Figure 1. Cell sizes after repair.
(3 px per micron)
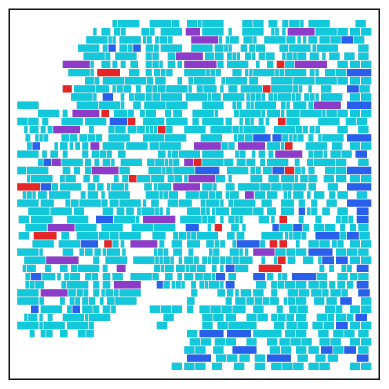
Figure 2. M1 wires.
(4 px per micron) Supply wires on this layer in grey.
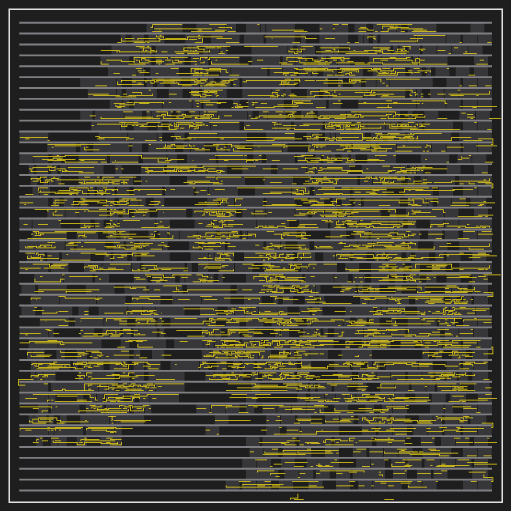
Figure 3. Cell placement.
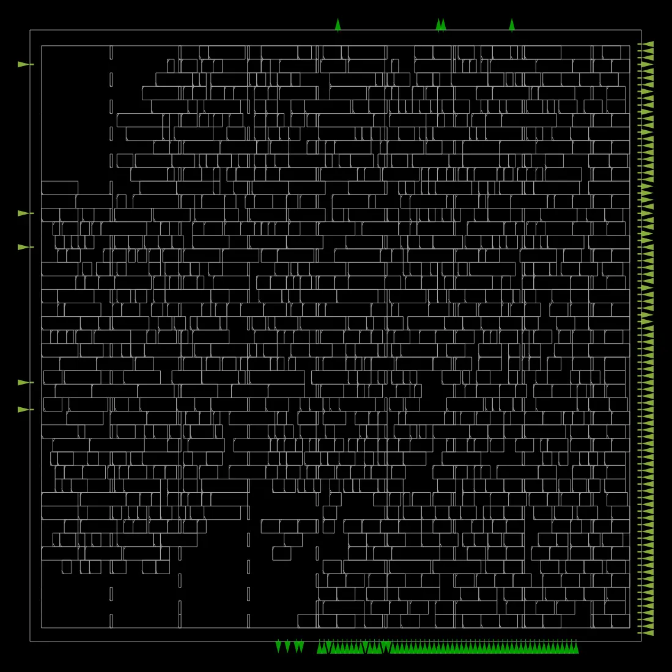
**src/rtl/dbg_pkg.sv**
```systemverilog
// Shared definitions for the debug display pager: segment table, blank pattern
// and step FSM state encodings.
package dbg_pkg;

    localparam logic [7:0] lp_blank   = 8'hFF;
    localparam logic [7:0] lp_dp_mask = 8'h7F;

    typedef enum logic [1:0] {
        ST_IDLE = 2'd0,
        ST_HIGH = 2'd1,
        ST_LOW  = 2'd2
    } step_state_t;

    // Active-low {dp,g,f,e,d,c,b,a} pattern for one hex nibble, dp off.
    function automatic logic [7:0] hex_to_seg(input logic [3:0] nib);
        logic [7:0] seg;
        case (nib)
            4'h0:    seg = 8'hC0;
            4'h1:    seg = 8'hF9;
            4'h2:    seg = 8'hA4;
            4'h3:    seg = 8'hB0;
            4'h4:    seg = 8'h99;
            4'h5:    seg = 8'h92;
            4'h6:    seg = 8'h82;
            4'h7:    seg = 8'hF8;
            4'h8:    seg = 8'h80;
            4'h9:    seg = 8'h90;
            4'hA:    seg = 8'h88;
            4'hB:    seg = 8'h83;
            4'hC:    seg = 8'hC6;
            4'hD:    seg = 8'hA1;
            4'hE:    seg = 8'h86;
            4'hF:    seg = 8'h8E;
            default: seg = lp_blank;
        endcase
        return seg;
    endfunction

endpackage

```
**src/rtl/debug_debounce.sv**
```systemverilog
// Button synchroniser + stability debouncer producing a one-cycle press event.
// With DEBUG_AUTOREPEAT_EN defined, a repeat_en port adds hold-to-repeat events.
module debug_debounce
    import dbg_pkg::*;
#(
    parameter int p_debounce_cycles = 65536
) (
    input  logic clk,
    input  logic reset,
`ifdef DEBUG_AUTOREPEAT_EN
    input  logic repeat_en,
`endif
    input  logic button,
    output logic pulse
);

    localparam int lp_cnt_w = $clog2(p_debounce_cycles + 1);

    logic                sync1_r;
    logic                sync2_r;
    logic [lp_cnt_w-1:0] cnt_r;
    logic                level_r;
    logic                armed_r;
    logic                event_r;
    logic                accept_s;
    logic                rise_s;

    // Synchroniser is deliberately not reset so a button held through reset still reads high.
    always_ff @(posedge clk) begin
        sync1_r <= button;
        sync2_r <= sync1_r;
    end

    // A new level is accepted once it has differed from the current one for the full window.
    always_comb begin
        accept_s = 1'b0;
        if ((sync2_r != level_r) && (cnt_r == lp_cnt_w'(p_debounce_cycles - 1))) begin
            accept_s = 1'b1;
        end else begin
            accept_s = 1'b0;
        end
        rise_s = accept_s & sync2_r & armed_r;
    end

    // Stability counter, debounced level and arming (only after the button is seen released).
    always_ff @(posedge clk) begin
        if (!reset) begin
            cnt_r   <= '0;
            level_r <= 1'b0;
            armed_r <= 1'b0;
        end else begin
            if ((sync2_r == level_r) || accept_s) begin
                cnt_r <= '0;
            end else begin
                cnt_r <= cnt_r + lp_cnt_w'(1);
            end
            if (accept_s) begin
                level_r <= sync2_r;
            end
            if (!sync2_r) begin
                armed_r <= 1'b1;
            end
        end
    end

`ifdef DEBUG_AUTOREPEAT_EN
    localparam int lp_rpt_w = $clog2(8 * p_debounce_cycles + 1);

    logic [lp_rpt_w-1:0] rpt_cnt_r;
    logic                held_r;
    logic                first_r;
    logic                rpt_s;

    // First repeat after the long delay, later ones after the short delay.
    always_comb begin
        rpt_s = 1'b0;
        if (repeat_en && held_r && level_r) begin
            if (first_r) begin
                rpt_s = (rpt_cnt_r == lp_rpt_w'(8 * p_debounce_cycles - 1));
            end else begin
                rpt_s = (rpt_cnt_r == lp_rpt_w'(2 * p_debounce_cycles - 1));
            end
        end else begin
            rpt_s = 1'b0;
        end
    end

    // Event register with hold tracking for autorepeat.
    always_ff @(posedge clk) begin
        if (!reset) begin
            rpt_cnt_r <= '0;
            held_r    <= 1'b0;
            first_r   <= 1'b0;
            event_r   <= 1'b0;
        end else if (rise_s) begin
            rpt_cnt_r <= '0;
            held_r    <= 1'b1;
            first_r   <= 1'b1;
            event_r   <= 1'b1;
        end else if (rpt_s) begin
            rpt_cnt_r <= '0;
            first_r   <= 1'b0;
            event_r   <= 1'b1;
        end else if (held_r && level_r) begin
            rpt_cnt_r <= rpt_cnt_r + lp_rpt_w'(1);
            event_r   <= 1'b0;
        end else begin
            rpt_cnt_r <= '0;
            held_r    <= 1'b0;
            event_r   <= 1'b0;
        end
    end
`else
    // One event per accepted rising level.
    always_ff @(posedge clk) begin
        if (!reset) begin
            event_r <= 1'b0;
        end else begin
            event_r <= rise_s;
        end
    end
`endif

    assign pulse = event_r;

endmodule

```
**src/rtl/debug_display_pager.sv**
```systemverilog
// Pages debug words onto a multiplexed seven-segment display and single-steps a CPU clock.
// Optional macro DEBUG_AUTOREPEAT_EN enables hold-to-repeat on next/prev.
module debug_display_pager
    import dbg_pkg::*;
#(
    parameter int p_data_width      = 16,
    parameter int p_no_words        = 8,
    parameter int p_digits          = 8,
    parameter int p_divisor         = 50000,
    parameter int p_debounce_cycles = 65536,
    parameter int p_no_cycles       = 1
) (
    input  logic                               i_w_clk,
    input  logic                               i_w_reset,
    input  logic [p_no_words*p_data_width-1:0] i_w_data,
    input  logic                               i_w_next,
    input  logic                               i_w_prev,
    input  logic                               i_w_step,
    output logic [7:0]                         o_w_7_led_seg,
    output logic [p_digits-1:0]                o_w_an,
    output logic                               o_w_sim_clk,
    output logic [7:0]                         o_w_page
);

    localparam int lp_hex_digits = p_data_width / 4;
    localparam int lp_dig_w      = $clog2(p_digits);
    localparam int lp_div_w      = $clog2(p_divisor);
    localparam int lp_step_w     = (p_no_cycles > 1) ? $clog2(p_no_cycles) : 1;
    localparam int lp_page_w     = $clog2(p_no_words);

    logic                     next_ev_s;
    logic                     prev_ev_s;
    logic                     step_ev_s;
    logic [7:0]               page_r;
    step_state_t              state_r;
    logic [lp_step_w-1:0]     step_cnt_r;
    logic                     sim_clk_r;
    logic [lp_div_w-1:0]      div_r;
    logic [lp_dig_w-1:0]      digit_r;
    logic [lp_dig_w-1:0]      digit_next_s;
    logic [p_data_width-1:0]  word_s;
    logic [7:0]               seg_s;
    logic [p_digits-1:0]      one_hot_s;
    logic [7:0]               seg_r;
    logic [p_digits-1:0]      an_r;

    debug_debounce #(.p_debounce_cycles(p_debounce_cycles)) u_next (
        .clk(i_w_clk), .reset(i_w_reset),
`ifdef DEBUG_AUTOREPEAT_EN
        .repeat_en(1'b1),
`endif
        .button(i_w_next), .pulse(next_ev_s)
    );

    debug_debounce #(.p_debounce_cycles(p_debounce_cycles)) u_prev (
        .clk(i_w_clk), .reset(i_w_reset),
`ifdef DEBUG_AUTOREPEAT_EN
        .repeat_en(1'b1),
`endif
        .button(i_w_prev), .pulse(prev_ev_s)
    );

    debug_debounce #(.p_debounce_cycles(p_debounce_cycles)) u_step (
        .clk(i_w_clk), .reset(i_w_reset),
`ifdef DEBUG_AUTOREPEAT_EN
        .repeat_en(1'b0),
`endif
        .button(i_w_step), .pulse(step_ev_s)
    );

    // Page selection; simultaneous next and prev cancel out.
    always_ff @(posedge i_w_clk) begin
        if (!i_w_reset) begin
            page_r <= 8'd0;
        end else if (next_ev_s && !prev_ev_s) begin
            page_r <= (page_r == 8'(p_no_words - 1)) ? 8'd0 : page_r + 8'd1;
        end else if (prev_ev_s && !next_ev_s) begin
            page_r <= (page_r == 8'd0) ? 8'(p_no_words - 1) : page_r - 8'd1;
        end else begin
            page_r <= page_r;
        end
    end

    // Single-step FSM; step events while busy are dropped.
    always_ff @(posedge i_w_clk) begin
        if (!i_w_reset) begin
            state_r    <= ST_IDLE;
            step_cnt_r <= '0;
            sim_clk_r  <= 1'b0;
        end else begin
            case (state_r)
                ST_IDLE: begin
                    if (step_ev_s) begin
                        state_r    <= ST_HIGH;
                        sim_clk_r  <= 1'b1;
                        step_cnt_r <= '0;
                    end
                end
                ST_HIGH: begin
                    if (step_cnt_r == lp_step_w'(p_no_cycles - 1)) begin
                        state_r    <= ST_LOW;
                        sim_clk_r  <= 1'b0;
                        step_cnt_r <= '0;
                    end else begin
                        step_cnt_r <= step_cnt_r + lp_step_w'(1);
                    end
                end
                ST_LOW: begin
                    if (step_cnt_r == lp_step_w'(p_no_cycles - 1)) begin
                        state_r    <= ST_IDLE;
                        step_cnt_r <= '0;
                    end else begin
                        step_cnt_r <= step_cnt_r + lp_step_w'(1);
                    end
                end
                default: begin
                    state_r    <= ST_IDLE;
                    sim_clk_r  <= 1'b0;
                    step_cnt_r <= '0;
                end
            endcase
        end
    end

    // Pattern for the digit about to be shown; the word is sampled as the slot changes.
    always_comb begin
        digit_next_s = (digit_r == lp_dig_w'(p_digits - 1)) ? lp_dig_w'(0) : digit_r + lp_dig_w'(1);
        one_hot_s    = {{(p_digits - 1){1'b0}}, 1'b1} << digit_next_s;
        word_s       = i_w_data[int'(page_r[lp_page_w-1:0]) * p_data_width +: p_data_width];
        seg_s        = lp_blank;
        if (int'(digit_next_s) < lp_hex_digits) begin
            seg_s = hex_to_seg(4'(word_s >> (4 * int'(digit_next_s))));
        end else if (int'(digit_next_s) == p_digits - 2) begin
            seg_s = hex_to_seg(page_r[3:0]);
        end else if (int'(digit_next_s) == p_digits - 1) begin
            seg_s = hex_to_seg(page_r[7:4]);
        end else begin
            seg_s = lp_blank;
        end
        if (int'(digit_next_s) == lp_hex_digits) begin
            seg_s = seg_s & lp_dp_mask;
        end else begin
            seg_s = seg_s;
        end
    end

    // Scan divider and registered segment/anode outputs, updated together.
    always_ff @(posedge i_w_clk) begin
        if (!i_w_reset) begin
            div_r   <= '0;
            digit_r <= '0;
            an_r    <= '1;
            seg_r   <= lp_blank;
        end else if (div_r == lp_div_w'(p_divisor - 1)) begin
            div_r   <= '0;
            digit_r <= digit_next_s;
            an_r    <= ~one_hot_s;
            seg_r   <= seg_s;
        end else begin
            div_r   <= div_r + lp_div_w'(1);
        end
    end

    assign o_w_7_led_seg = seg_r;
    assign o_w_an        = an_r;
    assign o_w_sim_clk   = sim_clk_r;
    assign o_w_page      = page_r;

endmodule

```
**config.mk**
```make
export PLATFORM = sky130hd
export DESIGN_NAME = debug_display_pager
export DESIGN_NICKNAME = d
export VERILOG_FILES = /design/src/rtl/dbg_pkg.sv /design/src/rtl/debug_debounce.sv /design/src/rtl/debug_display_pager.sv
export SDC_FILE = /design/constraint.sdc
export NUM_CORES = 1
export LEC_CHECK = 0
export CORE_MARGIN = 2
export CORE_UTILIZATION = 52
export DETAILED_ROUTE_END_ITERATION = 10
export GPL_ROUTABILITY_DRIVEN = 0
export PLACE_DENSITY = 0.82
export SLEW_MARGIN = 20
export SYNTH_ARGS = -nofsm -noshare
export SYNTH_HDL_FRONTEND = slang
export SYNTH_HIERARCHICAL = 1
export SYNTH_SLANG_ARGS = --single-unit
```
**constraint.sdc**
```tcl
create_clock -name i_w_clk -period 4.2 [get_ports i_w_clk]
set_clock_uncertainty 0.2 [all_clocks]
set_input_delay 0.84 -clock i_w_clk [delete_from_list [all_inputs] [get_ports i_w_clk]]
set_output_delay 0.84 -clock i_w_clk [all_outputs]
set_load 0.005 [all_outputs]
```
==> metrics.csv <==
metric,value,unit
p_seq_share,40.0,%
worst_r2r_path_depth,12,
stage_log_warnings,46,
yosys-mux-area-fraction,13.4,%
cts_repair_resize_count,0,
synth.comb.largest_family,simple AND/OR/NAND/NOR gates,
edf_count,0,
dr_wl_met3,1280,microns
h-tree-depth,4,
netSwitchingPower,0.000649,W
synth.lib_cells_used.distinct,72,
max-slew-margin-rel,43.1,%
ys.warnings.count,6,
pg_comb,0.000228,W
via_count,6700,
synth-adder-area-share,5.79,%
syn-num-nets,980,
dp_slack,519,ps
cell_group_occupying_the_most_layout_area,logic gates,
layout.nonclk_buf_share,17.3,%
highest_fanout_seen_on_the_critical_path,11,
timing.critical_path.required,4300,ps
worst_skew_pair.late_latency,420,ps
core_area,13800,sq um
power_clock,0.00158,W
cts-root-to-sink-buffers,2,
ys_top_cells_by_area,"sky130_fd_sc_hd__dfxtp_1 (34%), sky130_fd_sc_hd__ha_1 (5.8%), sky130_fd_sc_hd__mux2i_1 (5.3%)",
simple_gate_share,23.5,%
avgViaCountPerCell,5.80,
inverters_excl_clock,40,
start_kind,flip-flop,
static-leakage-power,3.48,nW
clock_cell_area_share,6.63,%
yosys_area,7350,sq um
timing.critical_path.from,digit_r[0],
lay_top_count,sky130_fd_sc_hd__clkdlybuf4s50_1,
fmax,275,MHz
power.group.top,clock,
setup_slack_of_the_critical_path_after_layout,566,ps
slew_violations,0,
number_of_logic_gates,609,
synth_compound_gate_area_share,14.6,%
finalCoreUtilization,70.1,%
die_x,123,microns
async_reset_ff_share,0,%
die_height,123,microns
arrival,3740,ps
chip_area,15100,sq um
worst-setup-path-type,reg -> reg,
share_of_layout_cells_above_drive_strength_1,10.9,%
place.port_buffers,157,
run_status,finished clean,
ys_seq_share,34.1,%
cts_made_buffers,17,
setup-violations-final,0,
timing.rr.start,digit_r[0],
design_power_total,0.00302,W
yosys.area.top_type,sky130_fd_sc_hd__dfxtp_1,
yosys-stat-cells,813,
pwr_density_cell,311,nW/um^2
cts_num_sinks,125,
drt_iter0_markers,483,
Notes on Figure 1 above:
Key: _2 cells = blue [cells 57, share 5.8%, most used mux2_2]; _0 and _1 cells = cyan [cells 870, share 89%, most used clkdlybuf4s50_1]; _3 and _4 cells = red [cells 21, share 2.2%, most used buf_4]; _6 and larger = purple [cells 28, share 2.9%, most used clkbuf_16]

Notes on Figure 2 above:
1006 nets have wire on it. The wires run mostly horizontal. The layer carries 7620 microns of wire. The longest straight run is 26.7 microns.

Notes on Figure 3 above:
Filler Cells Inserted: 1062
fraction of area in registers: 25.8%
Well-Tap Cells: 180

Power and IR drop assume default switching activity.
